Where the registers sit:
Scale bar: 20 um. Other sequential cells in the stronger gray, the rest of the logic in the fainter gray.
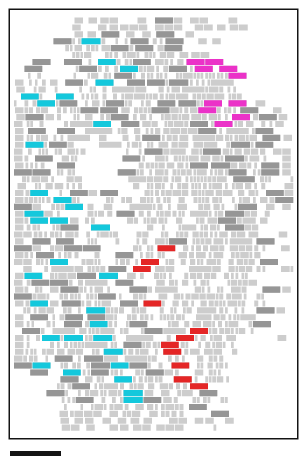
Routing congestion map:
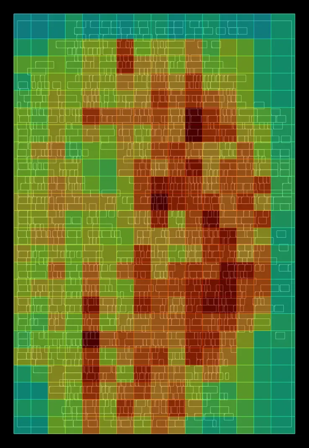
Wiring by layer:
Scale bar: 20 um.
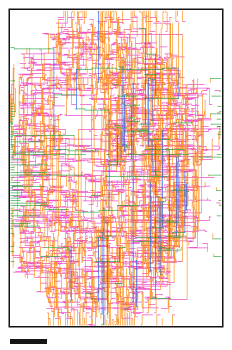
Wiring heat map:
Scale bar: 20 um. The die is cut into 23 by 34 equal tiles; dark blue is low, red is high, scaled to the fullest tile. Values are wire area over tile area, all layers added.
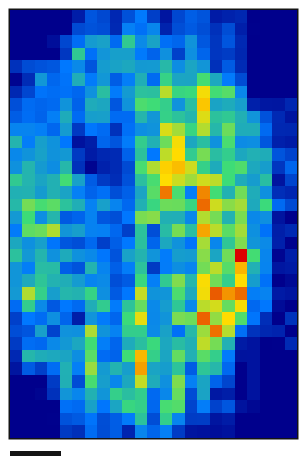
Placed cells, one color a class:
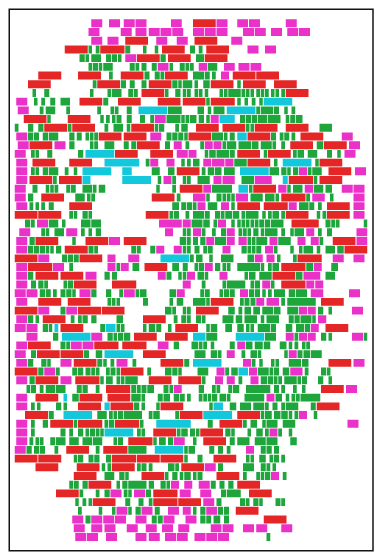
File: src/rtl/vm_cfg_pkg.sv
// Shared definitions for the APB configuration loader: FSM states, error codes
// and the fixed register map used by the loader and its transfer engine.
package vm_cfg_pkg;

    typedef enum logic [3:0] {
        ST_IDLE     = 4'd0,
        ST_WR_CNT   = 4'd1,
        ST_FETCH    = 4'd2,
        ST_WAIT_SRC = 4'd3,
        ST_WRITE    = 4'd4,
        ST_READ     = 4'd5,
        ST_CHECK    = 4'd6,
        ST_DONE     = 4'd7,
        ST_ERR      = 4'd8
    } state_t;

    localparam logic [1:0] ERR_NONE     = 2'd0;
    localparam logic [1:0] ERR_TIMEOUT  = 2'd1;
    localparam logic [1:0] ERR_MISMATCH = 2'd2;
    localparam logic [1:0] ERR_COUNT    = 2'd3;

    localparam logic [14:0] CNT_REG_ADDR = 15'h0000;

    // Item k lives one word above the count register: byte address (k+1)*4.
    function automatic logic [14:0] item_addr(input logic [14:0] idx);
        return (idx + 15'd1) << 2'd2;
    endfunction

endpackage

File: src/rtl/apb_xfer_engine.sv
// Single-outstanding APB transfer sequencer: holds the request stable until
// pready, captures read data on that edge and aborts after a bounded wait.
module apb_xfer_engine #(
    parameter int TIMEOUT = 255
) (
    input  logic        clk,
    input  logic        rst,
    input  logic        req,
    input  logic        req_write,
    input  logic [14:0] req_addr,
    input  logic [31:0] req_wdata,
    output logic        xfer_done,
    output logic        xfer_timeout,
    output logic [31:0] rdata,
    output logic        psel,
    output logic        pwrite,
    output logic [14:0] paddr,
    output logic [31:0] pwdata,
    input  logic        pready,
    input  logic [31:0] prdata
);

    localparam int CW = $clog2(TIMEOUT + 1);
    localparam logic [CW-1:0] TO_LAST = CW'(TIMEOUT - 1);

    logic [CW-1:0] wait_cnt_r;

    // pready only counts while a transfer is open; a completion beats a timeout.
    assign xfer_done    = psel & pready;
    assign xfer_timeout = psel & ~pready & (wait_cnt_r == TO_LAST);

    // Transfer register: launch, hold, complete or abort.
    always_ff @(posedge clk) begin
        if (rst) begin
            psel       <= 1'b0;
            pwrite     <= 1'b0;
            paddr      <= 15'd0;
            pwdata     <= 32'd0;
            rdata      <= 32'd0;
            wait_cnt_r <= '0;
        end else if (!psel && req) begin
            psel       <= 1'b1;
            pwrite     <= req_write;
            paddr      <= req_addr;
            pwdata     <= req_wdata;
            wait_cnt_r <= '0;
        end else if (xfer_done) begin
            psel <= 1'b0;
            if (!pwrite) begin
                rdata <= prdata;
            end else begin
                rdata <= rdata;
            end
        end else if (xfer_timeout) begin
            psel <= 1'b0;
        end else if (psel) begin
            wait_cnt_r <= wait_cnt_r + CW'(1);
        end else begin
            wait_cnt_r <= wait_cnt_r;
        end
    end

endmodule

File: src/rtl/apb_cfg_loader.sv
// Streams item_count words from an item source into an APB register block,
// preceded by a count register write, with optional per-item readback check.
module apb_cfg_loader
    import vm_cfg_pkg::*;
#(
    parameter int MAX_ITEMS  = 1024,
    parameter int ADDR_WIDTH = 10,
    parameter int TIMEOUT    = 255
) (
    input  logic                  clk_apb,
    input  logic                  rst,
    input  logic                  start,
    input  logic                  verify,
    input  logic [ADDR_WIDTH:0]   item_count,
    output logic                  src_req,
    output logic [ADDR_WIDTH-1:0] src_idx,
    input  logic                  src_valid,
    input  logic [31:0]           src_data,
    output logic [14:0]           paddr,
    output logic                  psel,
    output logic                  pwrite,
    output logic [31:0]           pwdata,
    output logic                  cfg_mode,
    input  logic [31:0]           prdata,
    input  logic                  pready,
    output logic                  busy,
    output logic                  done,
    output logic                  error,
    output logic [1:0]            err_code,
    output logic [ADDR_WIDTH-1:0] err_index
);

    localparam logic [ADDR_WIDTH:0] MAX_CNT = (ADDR_WIDTH + 1)'(MAX_ITEMS);

    state_t                state_r, state_next;
    logic [ADDR_WIDTH-1:0] i_r, i_next_s;
    logic [ADDR_WIDTH:0]   count_r;
    logic                  verify_r;
    logic [31:0]           word_r;

    logic                  accept_s;
    logic                  cap_word_s;
    logic                  set_err_s;
    logic [1:0]            err_code_s;
    logic [ADDR_WIDTH-1:0] err_idx_s;
    logic                  last_s;

    logic                  xfer_req_s;
    logic                  xfer_write_s;
    logic [14:0]           xfer_addr_s;
    logic [31:0]           xfer_wdata_s;
    logic                  xfer_done_s;
    logic                  xfer_timeout_s;
    logic [31:0]           rdata_s;

    assign last_s = (({1'b0, i_r} + (ADDR_WIDTH + 1)'(1)) == count_r);

    apb_xfer_engine #(
        .TIMEOUT (TIMEOUT)
    ) u_xfer (
        .clk          (clk_apb),
        .rst          (rst),
        .req          (xfer_req_s),
        .req_write    (xfer_write_s),
        .req_addr     (xfer_addr_s),
        .req_wdata    (xfer_wdata_s),
        .xfer_done    (xfer_done_s),
        .xfer_timeout (xfer_timeout_s),
        .rdata        (rdata_s),
        .psel         (psel),
        .pwrite       (pwrite),
        .paddr        (paddr),
        .pwdata       (pwdata),
        .pready       (pready),
        .prdata       (prdata)
    );

    // Next-state logic and APB request generation.
    always_comb begin
        state_next   = state_r;
        i_next_s     = i_r;
        accept_s     = 1'b0;
        cap_word_s   = 1'b0;
        set_err_s    = 1'b0;
        err_code_s   = ERR_NONE;
        err_idx_s    = i_r;
        xfer_req_s   = 1'b0;
        xfer_write_s = 1'b1;
        xfer_addr_s  = item_addr(15'(i_r));
        xfer_wdata_s = word_r;

        case (state_r)
            ST_IDLE: begin
                if (start) begin
                    accept_s = 1'b1;
                    i_next_s = '0;
                    if (item_count > MAX_CNT) begin
                        state_next = ST_ERR;
                        set_err_s  = 1'b1;
                        err_code_s = ERR_COUNT;
                        err_idx_s  = '0;
                    end else begin
                        state_next = ST_WR_CNT;
                    end
                end else begin
                    state_next = ST_IDLE;
                end
            end
            ST_WR_CNT: begin
                xfer_req_s   = ~psel;
                xfer_addr_s  = CNT_REG_ADDR;
                xfer_wdata_s = 32'(count_r);
                if (xfer_done_s) begin
                    state_next = (count_r == '0) ? ST_DONE : ST_FETCH;
                end else if (xfer_timeout_s) begin
                    state_next = ST_ERR;
                    set_err_s  = 1'b1;
                    err_code_s = ERR_TIMEOUT;
                end else begin
                    state_next = ST_WR_CNT;
                end
            end
            ST_FETCH: begin
                state_next = ST_WAIT_SRC;
            end
            ST_WAIT_SRC: begin
                if (src_valid) begin
                    cap_word_s = 1'b1;
                    state_next = ST_WRITE;
                end else begin
                    state_next = ST_WAIT_SRC;
                end
            end
            ST_WRITE: begin
                xfer_req_s = ~psel;
                if (xfer_done_s) begin
                    if (verify_r) begin
                        state_next = ST_READ;
                    end else if (last_s) begin
                        state_next = ST_DONE;
                    end else begin
                        state_next = ST_FETCH;
                        i_next_s   = i_r + ADDR_WIDTH'(1);
                    end
                end else if (xfer_timeout_s) begin
                    state_next = ST_ERR;
                    set_err_s  = 1'b1;
                    err_code_s = ERR_TIMEOUT;
                end else begin
                    state_next = ST_WRITE;
                end
            end
            ST_READ: begin
                xfer_req_s   = ~psel;
                xfer_write_s = 1'b0;
                if (xfer_done_s) begin
                    state_next = ST_CHECK;
                end else if (xfer_timeout_s) begin
                    state_next = ST_ERR;
                    set_err_s  = 1'b1;
                    err_code_s = ERR_TIMEOUT;
                end else begin
                    state_next = ST_READ;
                end
            end
            ST_CHECK: begin
                if (rdata_s != word_r) begin
                    state_next = ST_ERR;
                    set_err_s  = 1'b1;
                    err_code_s = ERR_MISMATCH;
                end else if (last_s) begin
                    state_next = ST_DONE;
                end else begin
                    state_next = ST_FETCH;
                    i_next_s   = i_r + ADDR_WIDTH'(1);
                end
            end
            ST_DONE: begin
                state_next = ST_IDLE;
            end
            ST_ERR: begin
                state_next = ST_IDLE;
            end
            default: begin
                state_next = ST_IDLE;
            end
        endcase
    end

    // State, datapath and registered status outputs.
    always_ff @(posedge clk_apb) begin
        if (rst) begin
            state_r   <= ST_IDLE;
            i_r       <= '0;
            count_r   <= '0;
            verify_r  <= 1'b0;
            word_r    <= 32'd0;
            busy      <= 1'b0;
            cfg_mode  <= 1'b0;
            done      <= 1'b0;
            src_req   <= 1'b0;
            src_idx   <= '0;
            error     <= 1'b0;
            err_code  <= ERR_NONE;
            err_index <= '0;
        end else begin
            state_r  <= state_next;
            i_r      <= i_next_s;
            busy     <= (state_next inside {ST_WR_CNT, ST_FETCH, ST_WAIT_SRC,
                                            ST_WRITE, ST_READ, ST_CHECK});
            cfg_mode <= (state_next inside {ST_WR_CNT, ST_FETCH, ST_WAIT_SRC,
                                            ST_WRITE, ST_READ, ST_CHECK});
            done     <= (state_next == ST_DONE);
            src_req  <= (state_next == ST_FETCH);
            if (state_next == ST_FETCH) begin
                src_idx <= i_next_s;
            end else begin
                src_idx <= src_idx;
            end
            if (accept_s) begin
                count_r  <= item_count;
                verify_r <= verify;
            end else begin
                count_r  <= count_r;
                verify_r <= verify_r;
            end
            if (cap_word_s) begin
                word_r <= src_data;
            end else begin
                word_r <= word_r;
            end
            // A fresh start clears the sticky error unless it fails itself.
            if (set_err_s) begin
                error     <= 1'b1;
                err_code  <= err_code_s;
                err_index <= err_idx_s;
            end else if (accept_s) begin
                error     <= 1'b0;
                err_code  <= ERR_NONE;
                err_index <= '0;
            end else begin
                error     <= error;
                err_code  <= err_code;
                err_index <= err_index;
            end
        end
    end

endmodule

File: config.mk
export PLATFORM = sky130hd
export DESIGN_NAME = apb_cfg_loader
export DESIGN_NICKNAME = d
export VERILOG_FILES = /design/src/rtl/vm_cfg_pkg.sv /design/src/rtl/apb_xfer_engine.sv /design/src/rtl/apb_cfg_loader.sv
export SDC_FILE = /design/constraint.sdc
export NUM_CORES = 1
export LEC_CHECK = 0
export ABC_AREA = 1
export ABC_CLOCK_PERIOD_IN_PS = 2450
export CORE_ASPECT_RATIO = 1.5
export CORE_MARGIN = 1
export CORE_UTILIZATION = 40
export DETAILED_ROUTE_END_ITERATION = 16
export HOLD_SLACK_MARGIN = 0.08
export PLACE_DENSITY = 0.75
export SETUP_SLACK_MARGIN = 0.3
export SLEW_MARGIN = 20
export SYNTH_ARGS = -nofsm -noshare
export SYNTH_HDL_FRONTEND = slang
export SYNTH_SLANG_ARGS = --single-unit
File: constraint.sdc
create_clock -name clk_apb -period 2.45 [get_ports clk_apb]
set_input_delay 0.3675 -clock clk_apb [delete_from_list [all_inputs] [get_ports clk_apb]]
set_output_delay 0.3675 -clock clk_apb [all_outputs]
set_load 0.02 [all_outputs]
==> summary.txt <==
fresh numbers from the pnr run: outcome complete, no violations, clock-pin slew on the worst setup and hold paths 0.07 ns, Crit. path cell count 17, crit path setup slack, layout 0.201 ns, share of synthesized area occupied by flip-flops and latches 45.6%, Root Buffer clkbuf_16, setup skew after layout 0.0141 ns, Die Size 19100 um2, slowest cell on the critical path dfxtp_2, Register-to-Register Setup Slack 0.20 ns, number of cells on the worst reg-to-reg path 17, Critical Path Start i_r[1], worst-case clock buffer depth 2, Net count, final 1348, standard-cell row count 60, relative area change from synthesis to final layout 47.3%, number of synthesis warnings 0, prevailing logic family in the synthesized netlist simple AND/OR/NAND/NOR gates, average via count per standard cell 5.12, Area leader share 45.6%, Cell Pwr Density 601 nW/um2, Worst R2R End src_idx[9], top-count cell post-synth nand2_1, TritonCTS clock tree built, top cell type by total area after synthesis dfxtp_1, Final Cell Area 10900 um2, wire length of the first global-routing pass 36900 um, count of TritonRoute iterations in the first routing pass 5, share of cell area taken by muxes after synthesis 0%, Avg Inst Size Synth 7.09 um2, Final Max Slew Viols 0, fraction of the cycle the final worst path needs 91.8%, number of input and output port buffers inserted 152, clock latency reported for the late side of the worst-skew pair 0.44 ns, total standard cell area after synthesis 7410 um2, total length of routed wires 23500 um, number of antenna violations at the first check in global routing 0, Placed Instances 1436, Top delay family on crit path simple AND/OR/NAND/NOR gates, area figure in the yosys stat output 7410 um2, data required time of the worst path 2.77 ns, global route overflow 0, dominant cells by area after synthesis dfxtp_1 46%, nand2_1 11%, o21ai_0 9.0%, nor2_1 7.2%, a21oi_1 5.3%
Back to the opening pictures, 'where the registers sit':
legend:
  src_idx:
    color: magenta
    sequential_cells: 10
    where: top right
  count_r:
    color: red
    sequential_cells: 11
    where: bottom middle
  word_r:
    color: cyan
    sequential_cells: 32
not colored: 116

Back to the opening pictures, 'routing congestion map':
busiest metal layer after global routing: met2
Avg WL per Cell: 15.7 um
GRT Overall Usage: 24.8%

Back to the opening pictures, 'wiring by layer':
legend:
  metal 2:
    color: orange
    wire_length: 12200 um
  metal 1:
    color: magenta
    wire_length: 8980 um
  metal 3:
    color: green
    wire_length: 1080 um
  metal 4:
    color: blue
    wire_length: 1250 um

Back to the opening pictures, 'wiring heat map':
tiles over half the peak: 15%
fullest tile: 0.71
mean over tiles: 0.20

Back to the opening pictures, 'placed cells, one color a class':
legend:
  other buffers and delay cells:
    color: magenta
    cells: 241
    share_of_their_area: 21%
  combinational and other logic:
    color: green
    cells: 835
    share_of_their_area: 41%
  flops:
    color: red
    cells: 169
    share_of_their_area: 32%
  clock drivers and dummy loads:
    color: cyan
    cells: 32
    share_of_their_area: 5.5%

## worst min-delay path by stage
stage / from / to / slack [ns] / depth (start not counted)
2_1_floorplan: u_xfer.wait_cnt_r[7] / u_xfer.wait_cnt_r[7] / 0.44 / 2
6_report: u_xfer.pwdata[19] / u_xfer.pwdata[19] / 0.46 / 2
5_1_grt: err_index[2] / err_index[2] / 0.48 / 2
3_5_place_dp: u_xfer.pwdata[19] / u_xfer.pwdata[19] / 0.44 / 2
4_1_cts: u_xfer.pwdata[19] / u_xfer.pwdata[19] / 0.46 / 2
3_3_place_gp: u_xfer.pwdata[29] / u_xfer.pwdata[29] / 0.44 / 2
## stage by stage
stage | TNS, ns | hold WS [ns]
after floorplan | 0 | 0.439
after global placement | -2.05 | 0.438
after detailed placement | -2.42 | 0.444
after CTS | 0 | 0.462
after global routing | 0 | 0.484
final | 0 | 0.459
## power breakdown
| group | total [mW] | switching (mW) | leakage [nW] | internal (mW) |
|---|---|---|---|---|
| Sequential | 2.91 | 0.0731 | 1.38 | 2.84 |
| Clock | 2.70 | 1.15 | 0.287 | 1.55 |
| Combinational | 0.955 | 0.533 | 2.67 | 0.421 |
| Total | 6.56 | 1.76 | 4.33 | 4.80 |
## metal layers
metal / GRT usage [%] / wire [um]
met1: 26.5 / 8980
met2: 44.5 / 12200
met3: 4.73 / 1080
met4: 15.5 / 1250
met5: 0 / 0
## area by class of cell
cell class | count | area (um2) | area share (%)
clock inverters | 12 | 141 | 1.30
inverters | 106 | 403 | 3.69
multi-input cells | 729 | 3990 | 36.6
repair buffers | 241 | 2250 | 20.6
clock buffers | 20 | 447 | 4.09
well taps | 217 | 272 | 2.49
flip-flops and latches | 169 | 3410 | 31.3
Power and IR drop assume default switching activity.
